**src/rtl/grid_renderer_pkg.sv**
```systemverilog
// Shared encodings and palette for the battleship board: status codes
// written by the board-state writer and the colours the renderer draws.
package grid_renderer_pkg;

    localparam int unsigned GRID_N = 10;

    typedef enum logic [1:0] {
        ST_WATER = 2'b00,
        ST_MISS  = 2'b01,
        ST_HIT   = 2'b10,
        ST_SUNK  = 2'b11
    } cell_status_t;

    localparam logic [11:0] COL_BLANK  = 12'h000;
    localparam logic [11:0] COL_CURSOR = 12'hFF0;
    localparam logic [11:0] COL_GRID   = 12'hFFF;
    localparam logic [11:0] COL_WATER  = 12'h00F;
    localparam logic [11:0] COL_MISS   = 12'h888;
    localparam logic [11:0] COL_HIT    = 12'h000;
    localparam logic [11:0] COL_SUNK   = 12'hF00;
    localparam logic [11:0] COL_BAR    = 12'h0F0;
    localparam logic [11:0] COL_BG     = 12'h222;

    // Map a 2-bit cell status to its fill colour.
    function automatic logic [11:0] status_colour(input logic [1:0] st);
        logic [11:0] c;
        case (cell_status_t'(st))
            ST_WATER: c = COL_WATER;
            ST_MISS:  c = COL_MISS;
            ST_HIT:   c = COL_HIT;
            default:  c = COL_SUNK;
        endcase
        return c;
    endfunction

endpackage

```
**src/rtl/grid_renderer_cell_tracker.sv**
```systemverilog
// Cell-position tracker: follows a scan counter through GRID_N cells of
// CELL pixels each, starting at START, yielding cell index and offset
// without any division.
module cell_tracker
    import grid_renderer_pkg::*;
#(
    parameter logic [9:0] START = 10'd0,
    parameter logic [5:0] CELL  = 6'd40
) (
    input  logic       clk,
    input  logic       reset,
    input  logic       en,
    input  logic [9:0] pos,
    output logic [3:0] idx,
    output logic [5:0] off,
    output logic       active
);

    localparam logic [3:0] LAST_IDX = 4'(GRID_N - 1);

    logic start_match;

    assign start_match = (pos == START);

    // Restart on the start coordinate, otherwise step offset/index until the last cell ends.
    always_ff @(posedge clk or posedge reset) begin
        if (reset) begin
            idx    <= '0;
            off    <= '0;
            active <= 1'b0;
        end else if (en) begin
            if (start_match) begin
                idx    <= '0;
                off    <= '0;
                active <= 1'b1;
            end else if (active) begin
                if (off == CELL - 6'd1) begin
                    off <= '0;
                    if (idx == LAST_IDX) begin
                        active <= 1'b0;
                    end else begin
                        idx <= idx + 4'd1;
                    end
                end else begin
                    off <= off + 6'd1;
                end
            end
        end
    end

endmodule

```
**src/rtl/grid_renderer.sv**
```systemverilog
// Pixel colour pipeline for the 10x10 battleship grid and turns bar.
// Stage 1 tracks cell position and registers timing; stage 2 picks colour.
module grid_renderer
    import grid_renderer_pkg::*;
#(
    parameter logic [9:0] GRID_X0  = 10'd144,
    parameter logic [9:0] GRID_Y0  = 10'd35,
    parameter logic [5:0] CELL     = 6'd40,
    parameter logic [9:0] BAR_Y0   = 10'd450,
    parameter logic [9:0] BAR_H    = 10'd10,
    parameter logic [5:0] BAR_STEP = 6'd16
) (
    input  logic         clk,
    input  logic         reset,
    input  logic [9:0]   hc,
    input  logic [9:0]   vc,
    input  logic         bright,
    input  logic         hsync_in,
    input  logic         vsync_in,
    input  logic [199:0] cell_status_flat,
    input  logic [4:0]   turns_left,
    input  logic [3:0]   sprite_row,
    input  logic [3:0]   sprite_col,
    output logic [11:0]  rgb,
    output logic         hsync_out,
    output logic         vsync_out
);

    logic [3:0]  col, row;
    logic [5:0]  px, py;
    logic        in_x, in_y;
    logic        line_start;

    logic        bright_q, hsync_q, vsync_q;
    logic [9:0]  hc_q, vc_q;

    logic [6:0]  cell_idx;
    logic [1:0]  cell_st;
    logic        in_grid, on_cursor, on_border, on_bar;
    logic [9:0]  bar_len;
    logic [11:0] rgb_next;

    assign line_start = (hc == 10'd0);

    cell_tracker #(.START(GRID_X0), .CELL(CELL)) u_x_tracker (
        .clk    (clk),
        .reset  (reset),
        .en     (1'b1),
        .pos    (hc),
        .idx    (col),
        .off    (px),
        .active (in_x)
    );

    // The row tracker advances once per line, on the hc==0 cycle.
    cell_tracker #(.START(GRID_Y0), .CELL(CELL)) u_y_tracker (
        .clk    (clk),
        .reset  (reset),
        .en     (line_start),
        .pos    (vc),
        .idx    (row),
        .off    (py),
        .active (in_y)
    );

    // Stage 1: register timing signals alongside the tracker outputs.
    always_ff @(posedge clk or posedge reset) begin
        if (reset) begin
            bright_q <= 1'b0;
            hsync_q  <= 1'b1;
            vsync_q  <= 1'b1;
            hc_q     <= '0;
            vc_q     <= '0;
        end else begin
            bright_q <= bright;
            hsync_q  <= hsync_in;
            vsync_q  <= vsync_in;
            hc_q     <= hc;
            vc_q     <= vc;
        end
    end

    // Stage 2 colour decision, first matching layer wins.
    always_comb begin
        cell_idx  = {row, 3'b000} + {2'b00, row, 1'b0} + {3'b000, col};
        cell_st   = cell_status_flat[{cell_idx, 1'b0} +: 2];
        in_grid   = in_x && in_y;
        on_cursor = (row == sprite_row) && (col == sprite_col);
        on_border = (px < 6'd2) || (px >= CELL - 6'd2) ||
                    (py < 6'd2) || (py >= CELL - 6'd2);
        bar_len   = {5'b00000, turns_left} * {4'b0000, BAR_STEP};
        on_bar    = (vc_q >= BAR_Y0) && (vc_q < BAR_Y0 + BAR_H) &&
                    (hc_q >= GRID_X0) && (hc_q < GRID_X0 + bar_len);
        rgb_next  = COL_BG;
        if (!bright_q) begin
            rgb_next = COL_BLANK;
        end else if (in_grid && on_cursor && on_border) begin
            rgb_next = COL_CURSOR;
        end else if (in_grid && ((px == 6'd0) || (py == 6'd0))) begin
            rgb_next = COL_GRID;
        end else if (in_grid) begin
            rgb_next = status_colour(cell_st);
        end else if (on_bar) begin
            rgb_next = COL_BAR;
        end
    end

    // Stage 2 output register; syncs idle high.
    always_ff @(posedge clk or posedge reset) begin
        if (reset) begin
            rgb       <= '0;
            hsync_out <= 1'b1;
            vsync_out <= 1'b1;
        end else begin
            rgb       <= rgb_next;
            hsync_out <= hsync_q;
            vsync_out <= vsync_q;
        end
    end

endmodule

```
**config.mk**
```make
export PLATFORM = sky130hd
export DESIGN_NAME = grid_renderer
export DESIGN_NICKNAME = d
export VERILOG_FILES = /design/src/rtl/grid_renderer_pkg.sv /design/src/rtl/grid_renderer_cell_tracker.sv /design/src/rtl/grid_renderer.sv
export SDC_FILE = /design/constraint.sdc
export NUM_CORES = 1
export LEC_CHECK = 0
export CORE_ASPECT_RATIO = 0.9
export CORE_MARGIN = 3
export CORE_UTILIZATION = 49
export DETAILED_ROUTE_END_ITERATION = 10
export DONT_BUFFER_PORTS = 1
export HOLD_SLACK_MARGIN = 0.03
export PLACE_DENSITY = 0.71
export REMOVE_ABC_BUFFERS = 1
export SYNTH_ARGS = -nofsm -noshare
export SYNTH_HDL_FRONTEND = slang
export SYNTH_SLANG_ARGS = --single-unit
```
**constraint.sdc**
```tcl
create_clock -name clk -period 7.9 [get_ports clk]
set_clock_uncertainty 0.2 [all_clocks]
set_input_delay 1.975 -clock clk [delete_from_list [all_inputs] [get_ports clk]]
set_output_delay 1.975 -clock clk [all_outputs]
set_load 0.005 [all_outputs]
```
Run 1, met1 routing:
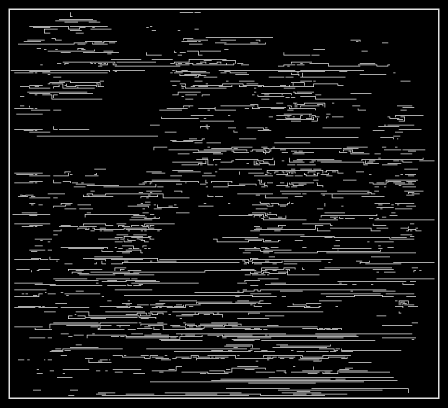
longest straight run	52.9 um
main direction	horizontal
wire length on this layer	4880 um
detailed-route wire length: 11920 um
met1 track demand over resource: 0.3069
via count: 3322

Run 1, the metal 2 layer:
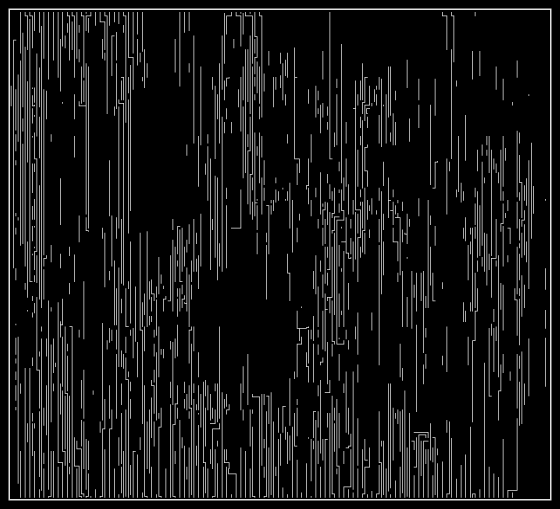
longest straight run	55.2 um
main direction	vertical
nets with wire on the layer	564
share of all routed wire	51%
wire length on this layer	6060 um
global-route track usage on met2: 0.3907

==> flow_results.org, run 1 <==
* Flow results

** Status
- Status :: finished, final reports clean

** Power
- The dominant power group in this design is combinational cells.
- Total power :: 1.134 mW

** Setup path
- Worst path max stage delay :: 1020 ps
- Setup slack on the worst reg-to-reg path comes out at 3800 ps.
- For the worst setup path, the data required time is 7930 ps.
- The report shows a maximum critical-path fanout of 17.

** Synth
- Area share of the largest cell type after synthesis :: 0.2666
- EDFF count, synth :: 0
- Number of instances in the synthesized netlist :: 384
- Post-synth top area cell :: sky130_fd_sc_hd__dfrtp_1
- Most instantiated library cell after synthesis :: sky130_fd_sc_hd__dfrtp_1

** STA
- For the finished layout, the period the worst path requires is 4103 ps.
- WHS :: 159.9 ps
- In the post-route analysis, the smallest setup slack over all paths is 3797 ps.

** Clock tree
- The tree is rooted in a sky130_fd_sc_hd__clkbuf_8.
- On the reported timing paths, the clock transition at the registers reads 90 ps.

** Die
- The floorplan step defined a core boundary enclosing 8648 um2.
- Die Outline Area :: 10180 um2

** Layout
- Tally of filler cells in the layout :: 735
- Logic share of the area :: 0.6487

** GRT
- Entering global routing, the biggest net connects 55 pins.

** Hold path
- Depth of the worst hold-timing path :: 0
Run 1, the metal 3 layer:
Bar = 20 um. Cells faint in the background.
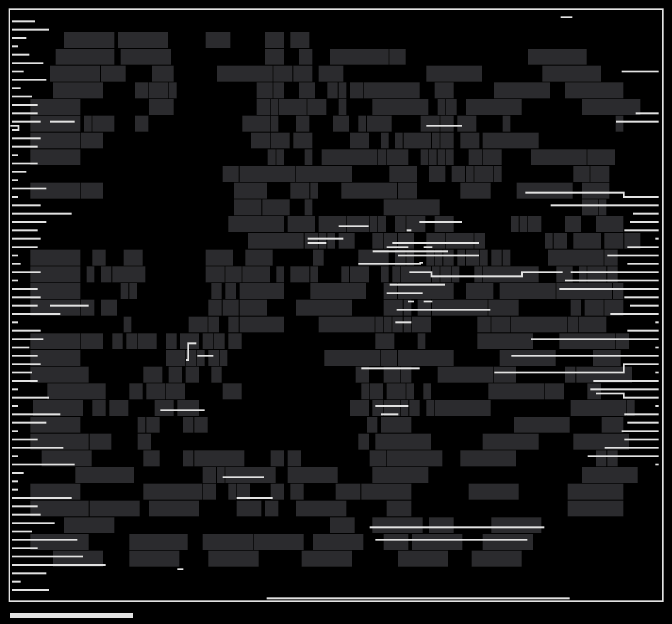
longest straight run	49.0 um
share of all routed wire	7.3%
fraction of met3 tracks used by global routing: 0.04628

Run 1, congestion heat map:
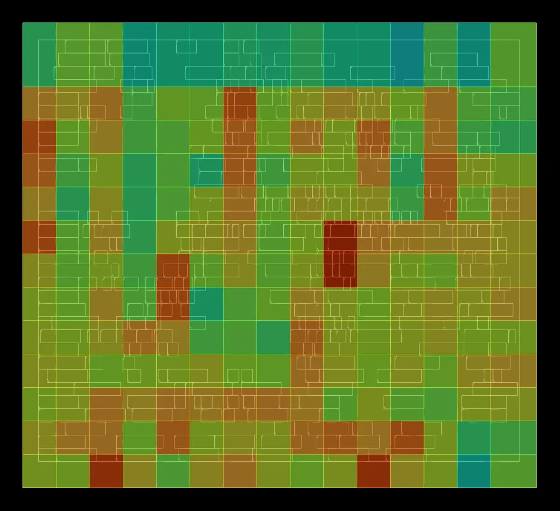
overall global routing resource usage: 0.2264
share of the core filled with cells: 0.5239
layer carrying the most global-route usage: met2
detail-routed net length per standard cell: 24.29 um

==> run 2: changes to the inputs <==
Clock period 7.9 ns to 3.8 ns, I/O delays scaled along.
Run 2, where the registers sit:
Bar = 20 um. Other sequential cells in the stronger grey, the rest of the logic in the fainter grey.
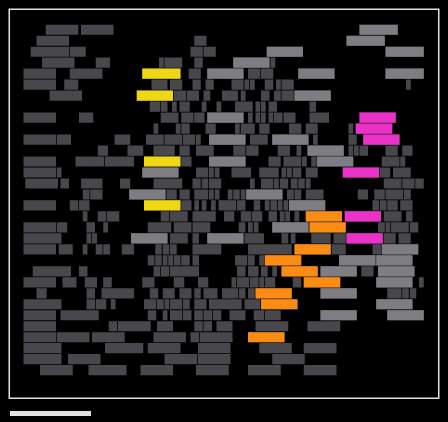
name in the netlist	colour	sequential cells
`hc_q`	magenta	6
`rgb`	orange	9
`u_x_tracker.idx`	yellow	4
not coloured	32

Run 2, met1 routing:
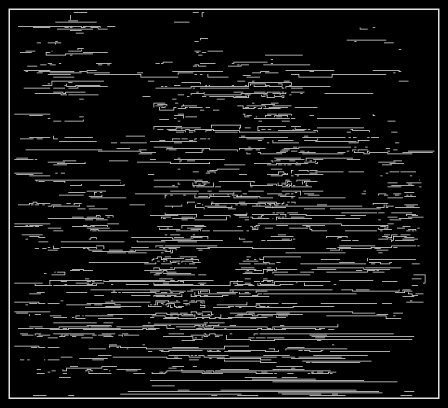
main direction	horizontal
longest straight run	62.1 um
wire length on this layer	4750 um
via count: 3379
detailed-route wire length: 12370 um
met1 track demand over resource: 0.2971

==> run 2 against run 1 <==
  * Die area unchanged
  * Clock power rose by 150%
  * Fmax increased by 14%
  * Cell area grew 3.5%
  * Worst setup slack lost 3600 ps
  * Via count up 1.7%
  * Synthesized cell count unchanged
  * Clock-buffer cell count unchanged
  * Sequential power is 110% higher
  * Hold slack better by 0.84 ps
  * Cell count up 2.2%
  * Highest routed layer unchanged
==> flow_results.org, run 2 <==
* Flow results

** Setup path
- Slack of the worst reg-to-reg path :: 200 ps (was 3800 ps)
- The critical path required time came to 3820 ps (was 7930 ps).
- CP Max Fanout :: 15 (was 17)

** Power
- The biggest power consumer among the groups was combinational cells (unchanged).
- The highest ir drop seen on vdd was 0.4758 mV (was 0.1021 mV).

** GRT
- The overall routing resource usage came to 0.2362 (was 0.2264).
- The maximum number of pins on one net before global-route repair is 52 (was 55).
- Global-route track usage on met2 :: 0.4294 (was 0.3907)
- Layer carrying the most global-route usage :: met2 (unchanged)
- Fraction of met3 tracks used by global routing :: 0.05835 (was 0.04628)

** Synth
- The most area-hungry cell type in the Yosys netlist is sky130_fd_sc_hd__dfrtp_1 (unchanged).
- EDFF count, synth :: 0 (unchanged)

** STA
- The final worst-path setup slack was 202.2 ps (was 3797 ps).
- WHS :: 160.7 ps (was 159.9 ps)

** Clock tree
- The CTS root buffer was sky130_fd_sc_hd__clkbuf_8 (unchanged).
- Later-pin clock latency in the skew report :: 300 ps (about the same)

** Hold path
- The count of cells along the worst hold path was 0 (unchanged).
- The path category of the worst min-delay check is flip-flop to flip-flop (unchanged).

** Layout
- Logic share of the area :: 0.6299 (was 0.6487)
- The final design area excluding fillers was 4690 um2 (was 4531 um2).
- The number of multi-input logic gates is 298 (unchanged).

** Detailed routing
- The wire length on met3 was 1053 um (was 871 um).
- The routed length per placed instance was 24.65 um (was 24.29 um).

** Die
- The total die size is 10180 um2 (unchanged).
- Placeable core area :: 8648 um2 (unchanged)

** Status
- Status: finished, final reports clean (unchanged).
Run 2, the metal 2 layer:
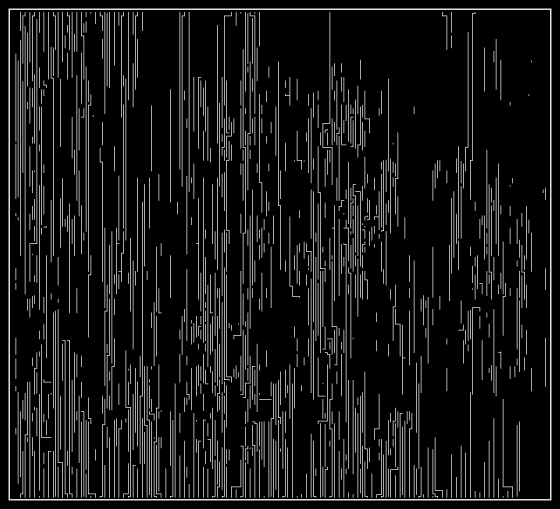
wire length on this layer	6500 um
share of all routed wire	53%

==> run 3: changes to the inputs <==
Settings changed: ABC_CLOCK_PERIOD_IN_PS from default to 3800, SYNTH_HIERARCHICAL from default to 1.
Run 3, met1 routing:
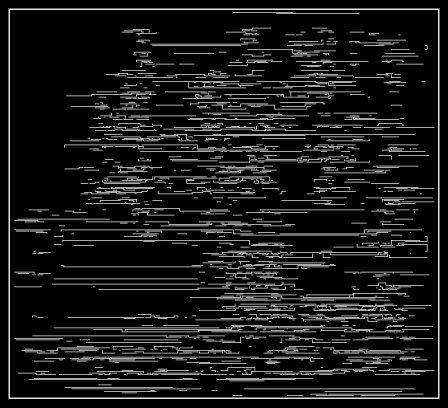
via count: 3746
detailed-route wire length: 13720 um
met1 track demand over resource: 0.3286

Run 3, where the registers sit:
Bar = 20 um. Other sequential cells in the stronger grey, the rest of the logic in the fainter grey.
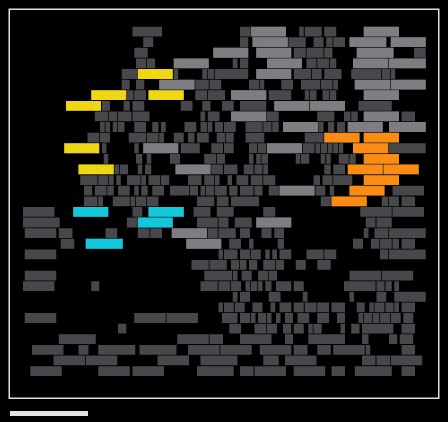
power attributed to sequential cells: 0.579 mW
share of the core filled with cells: 0.5300
Storage cell area: 1282 um2
sequential fraction of total cell area: 0.2605

==> run 3 against run 2 <==
  * Power down 54%
  * Flip-flop count unchanged
  * First-iteration DRC count up 32%
  * Global-route usage up 0.59 points
  * Cell count up 8.2%
  * Via count up 11%
  * Highest routed layer is now met4
==> flow_results.org, run 3 <==
* Flow results

** Layout
- Logic share of the area :: 0.6483 (was 0.6299)
- Tally of filler cells in the layout :: 804 (was 770)
- The biggest cell category by area in the final layout is combinational gates (unchanged).
- The number of multi-input logic gates came to 326 (was 298).
- Final non-filler cell area :: 4923 um2 (was 4690 um2)

** Placed design
- Post-place instance area :: 4803 um2 (was 4554 um2)

** STA
- The minimum clock period after layout is 3597 ps (was 3598 ps).
- The final worst-path setup slack was 202.6 ps (was 202.2 ps).
- WHS :: 160.9 ps (was 160.7 ps)
- The maximum clock frequency came to 0.2780 GHz (was 0.2779 GHz).

** Setup path
- Worst path required time :: 3810 ps (was 3820 ps)
- Slack of the worst reg-to-reg path :: 200 ps (about the same)
- Kind of cell adding the most delay to the critical path :: adder cells (unchanged)
- CP Max Fanout :: 14 (was 15)

** Synth
- Post-synth top area cell :: sky130_fd_sc_hd__dfrtp_1 (unchanged)
- Number of instances in the synthesized netlist :: 417 (was 384)
- The fraction of synthesized cell area taken by the top area cell type came to 0.2478 (was 0.2666).
- The number of synthesized flops with an enable pin was 0 (unchanged).
- The most frequent cell after synthesis was sky130_fd_sc_hd__dfrtp_1 (unchanged).

** Status
- Status :: finished, final reports clean (unchanged)

** Clock tree
- Root cell of the clock tree :: sky130_fd_sc_hd__clkbuf_8 (unchanged)
- Clock transition at the registers of the reported paths :: 100 ps (was 90 ps)
- The worst-skew pair later-pin latency was 300 ps (about the same).
- The number of CTS-inserted buffers was 5 (unchanged).

** Hold path
- The count of cells along the worst hold path came to 0 (unchanged).
- Type of the most critical hold path :: flip-flop to flip-flop (unchanged)
- Hold-critical path endpoint :: hsync_out (unchanged)

** GRT
- Via count of the first global-routing pass :: 3814 (was 3305)
- Maximum number of pins on one net before global-route repair :: 30 (was 52)
- The overall routing resource usage came to 0.2422 (was 0.2362).
- Layer carrying the most global-route usage :: met2 (unchanged)
- The met3 track demand over resource in global routing was 0.06554 (was 0.05835).

** Detailed routing
- The routed length per placed instance came to 25.27 um (was 24.65 um).
- The wire length on met3 is 1318 um (was 1053 um).

** Die
- The total die size was 10900 um2 (was 10180 um2).
- Placeable core area :: 9290 um2 (was 8648 um2)

** Power
- The overall power of the completed layout came to 1.148 mW (was 2.504 mW).
- The biggest power consumer among the groups is sequential cells (was combinational cells).
- The highest ir drop seen on vdd was 0.1740 mV (was 0.4758 mV).
Run 3, the metal 2 layer:
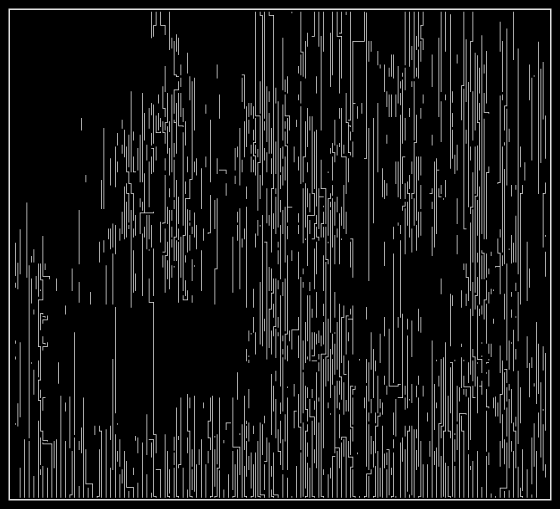
global-route track usage on met2: 0.3923

Power and IR drop assume default switching activity.
